--- config.mk ---
export PLATFORM = sky130hd
export DESIGN_NAME = counter_sequencer
export DESIGN_NICKNAME = d
export VERILOG_FILES = /design/src/rtl/counter_sequencer.sv
export SDC_FILE = /design/constraint.sdc
export NUM_CORES = 1
export LEC_CHECK = 0
export CELL_PAD_IN_SITES_DETAIL_PLACEMENT = 1
export CELL_PAD_IN_SITES_GLOBAL_PLACEMENT = 1
export CORE_MARGIN = 4
export CORE_UTILIZATION = 36
export CTS_CLUSTER_DIAMETER = 80
export DETAILED_ROUTE_END_ITERATION = 8
export GPL_TIMING_DRIVEN = 0
export PLACE_DENSITY = 0.76
export SYNTH_ARGS = -nofsm -noshare
export SYNTH_HDL_FRONTEND = slang
export SYNTH_SLANG_ARGS = --single-unit
--- constraint.sdc ---
create_clock -name clk -period 2.4 [get_ports clk]
set_clock_uncertainty 0.05 [all_clocks]
set_input_delay 0.6 -clock clk [delete_from_list [all_inputs] [get_ports clk]]
set_output_delay 0.6 -clock clk [all_outputs]
set_load 0.01 [all_outputs]
--- src/rtl/counter_sequencer.sv ---
// Sequencer that owns the up-counter register: programmable limit, prescaler and
// reload mode, with start/pause/stop control, a terminal-count pulse and a done flag.
module counter_sequencer #(
    parameter int WIDTH   = 8,
    parameter int PRESC_W = 4
) (
    input  logic               clk,
    input  logic               clr,
    input  logic               cfg_valid,
    output logic               cfg_ready,
    input  logic [WIDTH-1:0]   cfg_limit,
    input  logic [PRESC_W-1:0] cfg_presc,
    input  logic               cfg_reload,
    input  logic               start,
    input  logic               pause,
    input  logic               stop,
    output logic [WIDTH-1:0]   count,
    output logic               busy,
    output logic               done,
    output logic               tc_pulse
);

    typedef enum logic [1:0] {
        S_IDLE,
        S_RUN,
        S_HOLD,
        S_DONE
    } state_t;

    state_t             state;
    logic [WIDTH-1:0]   limit;
    logic [PRESC_W-1:0] presc;
    logic               reload;
    logic [PRESC_W-1:0] presc_cnt;

    assign busy      = (state == S_RUN) || (state == S_HOLD);
    assign done      = (state == S_DONE);
    assign cfg_ready = (state == S_IDLE) || (state == S_DONE);

    always_ff @(posedge clk) begin
        if (!clr) begin
            state     <= S_IDLE;
            count     <= '0;
            presc_cnt <= '0;
            tc_pulse  <= 1'b0;
            limit     <= '1;
            presc     <= '0;
            reload    <= 1'b0;
        end else begin
            tc_pulse <= 1'b0;
            case (state)
                S_IDLE, S_DONE: begin
                    // Config captured here is what the run started this same edge uses.
                    if (cfg_valid) begin
                        limit  <= cfg_limit;
                        presc  <= cfg_presc;
                        reload <= cfg_reload;
                    end
                    if (start) begin
                        state     <= S_RUN;
                        count     <= '0;
                        presc_cnt <= '0;
                    end
                end
                S_RUN: begin
                    if (stop) begin
                        state     <= S_IDLE;
                        count     <= '0;
                        presc_cnt <= '0;
                    end else if (pause) begin
                        state <= S_HOLD;
                    end else if (presc_cnt == presc) begin
                        presc_cnt <= '0;
                        if (count == limit) begin
                            tc_pulse <= 1'b1;
                            if (reload) begin
                                count <= '0;
                            end else begin
                                state <= S_DONE;
                            end
                        end else begin
                            count <= count + 1'b1;
                        end
                    end else begin
                        presc_cnt <= presc_cnt + 1'b1;
                    end
                end
                S_HOLD: begin
                    // Resuming only returns to RUN; counting restarts from the frozen values.
                    if (stop) begin
                        state     <= S_IDLE;
                        count     <= '0;
                        presc_cnt <= '0;
                    end else if (!pause) begin
                        state <= S_RUN;
                    end
                end
                default: state <= S_IDLE;
            endcase
        end
    end

endmodule

Clock wires, drivers and flops:
The bar under the picture is 20 um long.
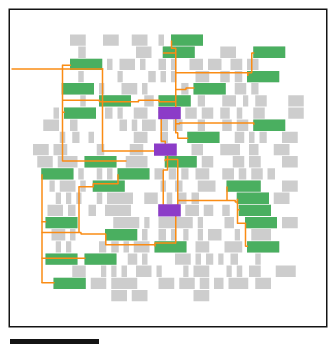
Key: purple = clock-net drivers [count 3]; green = flip-flops [count 28]; orange = clock wires [length 359 um]
There are 4 routed clock nets.
Clk Latency, worst-skew pair: 270 ps
Clk network pwr share: 17.3%
clock group power: 293 uW

Placed cells, one color a class:
The bar under the picture is 20 um long.
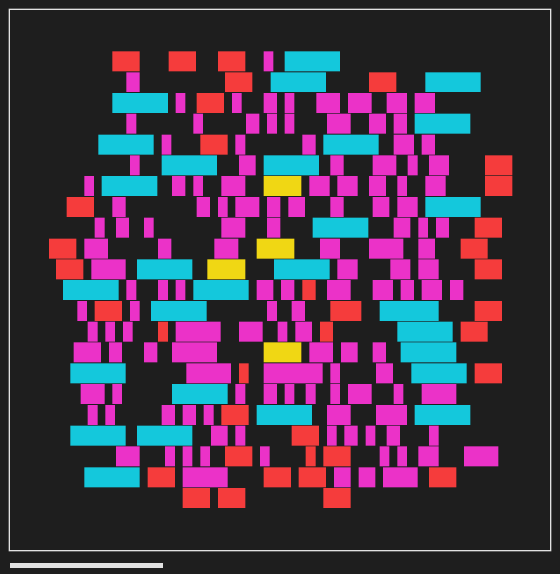
Key: red = remaining buffers and delay cells [cells 36]; magenta = remaining logic cells [cells 134]; cyan = registers [cells 28]; yellow = clock drivers and dummy loads [cells 4]
utilization after layout: 49.63%
core area: 0.003716 sq mm
standard-cell rows: 22
share of the final layout cell area in sequential cells: 30.46%
final instance area: 0.001844 sq mm

==> summary.txt <==
Physical implementation

The number of placed cells counting well taps is 246. The post-route non-filler standard cell count is around 250. The number of nets produced by synthesis is 192. On met2, the global router reports a usage of 27.13%.

Detailed placement finished with a half-perimeter wire length of 2.910 mm. The warning total across the stage logs is 28. Per the timing report, the biggest fanout along the worst path comes to 10. The most frequently used cell type in the post-synthesis netlist is sky130_fd_sc_hd__nand2_1. For the worst reg-to-reg path, the endpoint reported by OpenROAD is count[0]$_SDFFE_PN0P_. The leakage component of the power was reported as 0.0006689 uW. Setup total negative slack on the finished layout was measured at 0 ps. The standard cell area after detailed placement is between 0.0015 and 0.002 sq mm. Synthesis inferred 28 register bits. The proportion of synthesized flip-flops having asynchronous set or reset is 0%. The mean instance size in the synthesized netlist is roughly 8.4 sq um.

The number of hold buffers added after cts is 0. The share of synthesized area spent on multiplexers is 0.7086%. The maximum clock frequency is 430.8 MHz. The primary flip-flop cell chosen by synthesis mapping is sky130_fd_sc_hd__dfxtp_1. Data arrives at the worst endpoint at 2470 ps. The worst hold path depth is 2. Per STA, the endpoint of the critical path is count[0]$_SDFFE_PN0P_. The power density relative to cell area is 919.0 mW/mm^2. The first detailed-routing pass took 4 iterations. The met3 track utilization from global routing is 2.131%. In the final routed layout, each cell accounts on average for 14.89 um. The detailed router reports a met3 wire length of 113 um. The cell area that synthesis handed to floorplanning was 0.001413 sq mm.

The transition time of the tightest slew-check pin is 479.3 ps. The first global-routing pass estimated 6.023 mm of wire. The main area contributors are sky130_fd_sc_hd__dfxtp_1 (40%), sky130_fd_sc_hd__nand2_1 (8.2%), sky130_fd_sc_hd__xnor2_1 (6.2%), sky130_fd_sc_hd__a21oi_1 (5.3%), sky130_fd_sc_hd__xnor2_2 (4.6%). The main logic family after synthesis is simple AND/OR/NAND/NOR gates. The number of distinct library cells after synthesis is 33.

As logged by OpenROAD, the buffers inserted on ports number 30. The tightest slew margin relative to the limit is 68.05%. In the synthesis report, Yosys lists the chip area as around 0.0014 sq mm. The kind of launch point of the worst setup path is a primary input. The clock tree buffer depth is 2.

The cell seen most often among critical-path stages is sky130_fd_sc_hd__a21oi_1. For the worst reg-to-reg path, the startpoint reported by OpenROAD is state[0]$_SDFFE_PN0P_. After global routing the overflow that remains totals 0. The post-route netlist has 7.426% of its cells at a drive strength greater than 1.

The run finished with clean final reports.
Supply network:
Pins as bars on the die edge. Tap cells in gray.
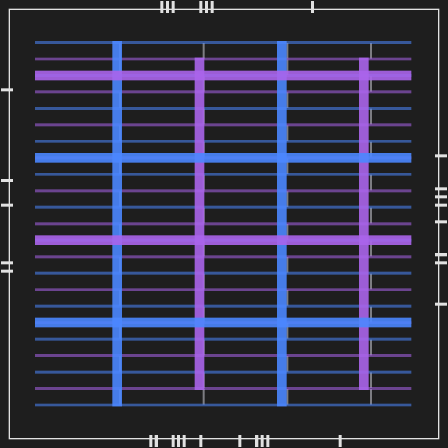
Key: purple = VDD; blue = VSS
The core has 22 rows. 4 straps on met5. 23 met1 rails follow the rows. 48 tap cells. 4 straps on met4.
Die X-Extent: 70.64 um
highest ir drop seen on vdd: 354.7 uV
DIE HEIGHT: 70.64 um

The clock network:
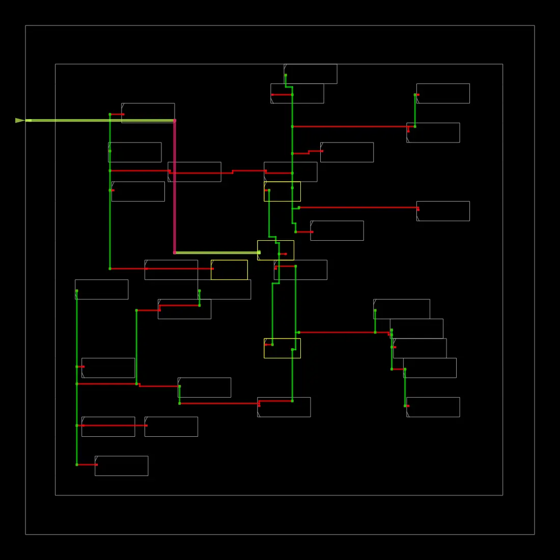
CTS buffer count: 3
sequential cell count: 28

==> power by group <==
group	internal, uW	switching [uW]	total [uW]	leakage, uW
sequential	558	100	658	0.000229
clock	147	146	293	0.0000288
combinational	338	405	744	0.000411
==> area by class of cell <==
| class | instances | area (sq um) |
|---|---|---|
| sequential | 28 | 561.8 |
| timing repair buffer | 30 | 300.3 |
| fill | 448 | 1872 |
| buffer | 6 | 32.53 |
| tap | 48 | 60.06 |
| multi-input combinational | 125 | 800.8 |
| inverter | 9 | 33.78 |
| clock buffer | 4 | 55.05 |
Power is estimated from default activity; no workload was simulated.
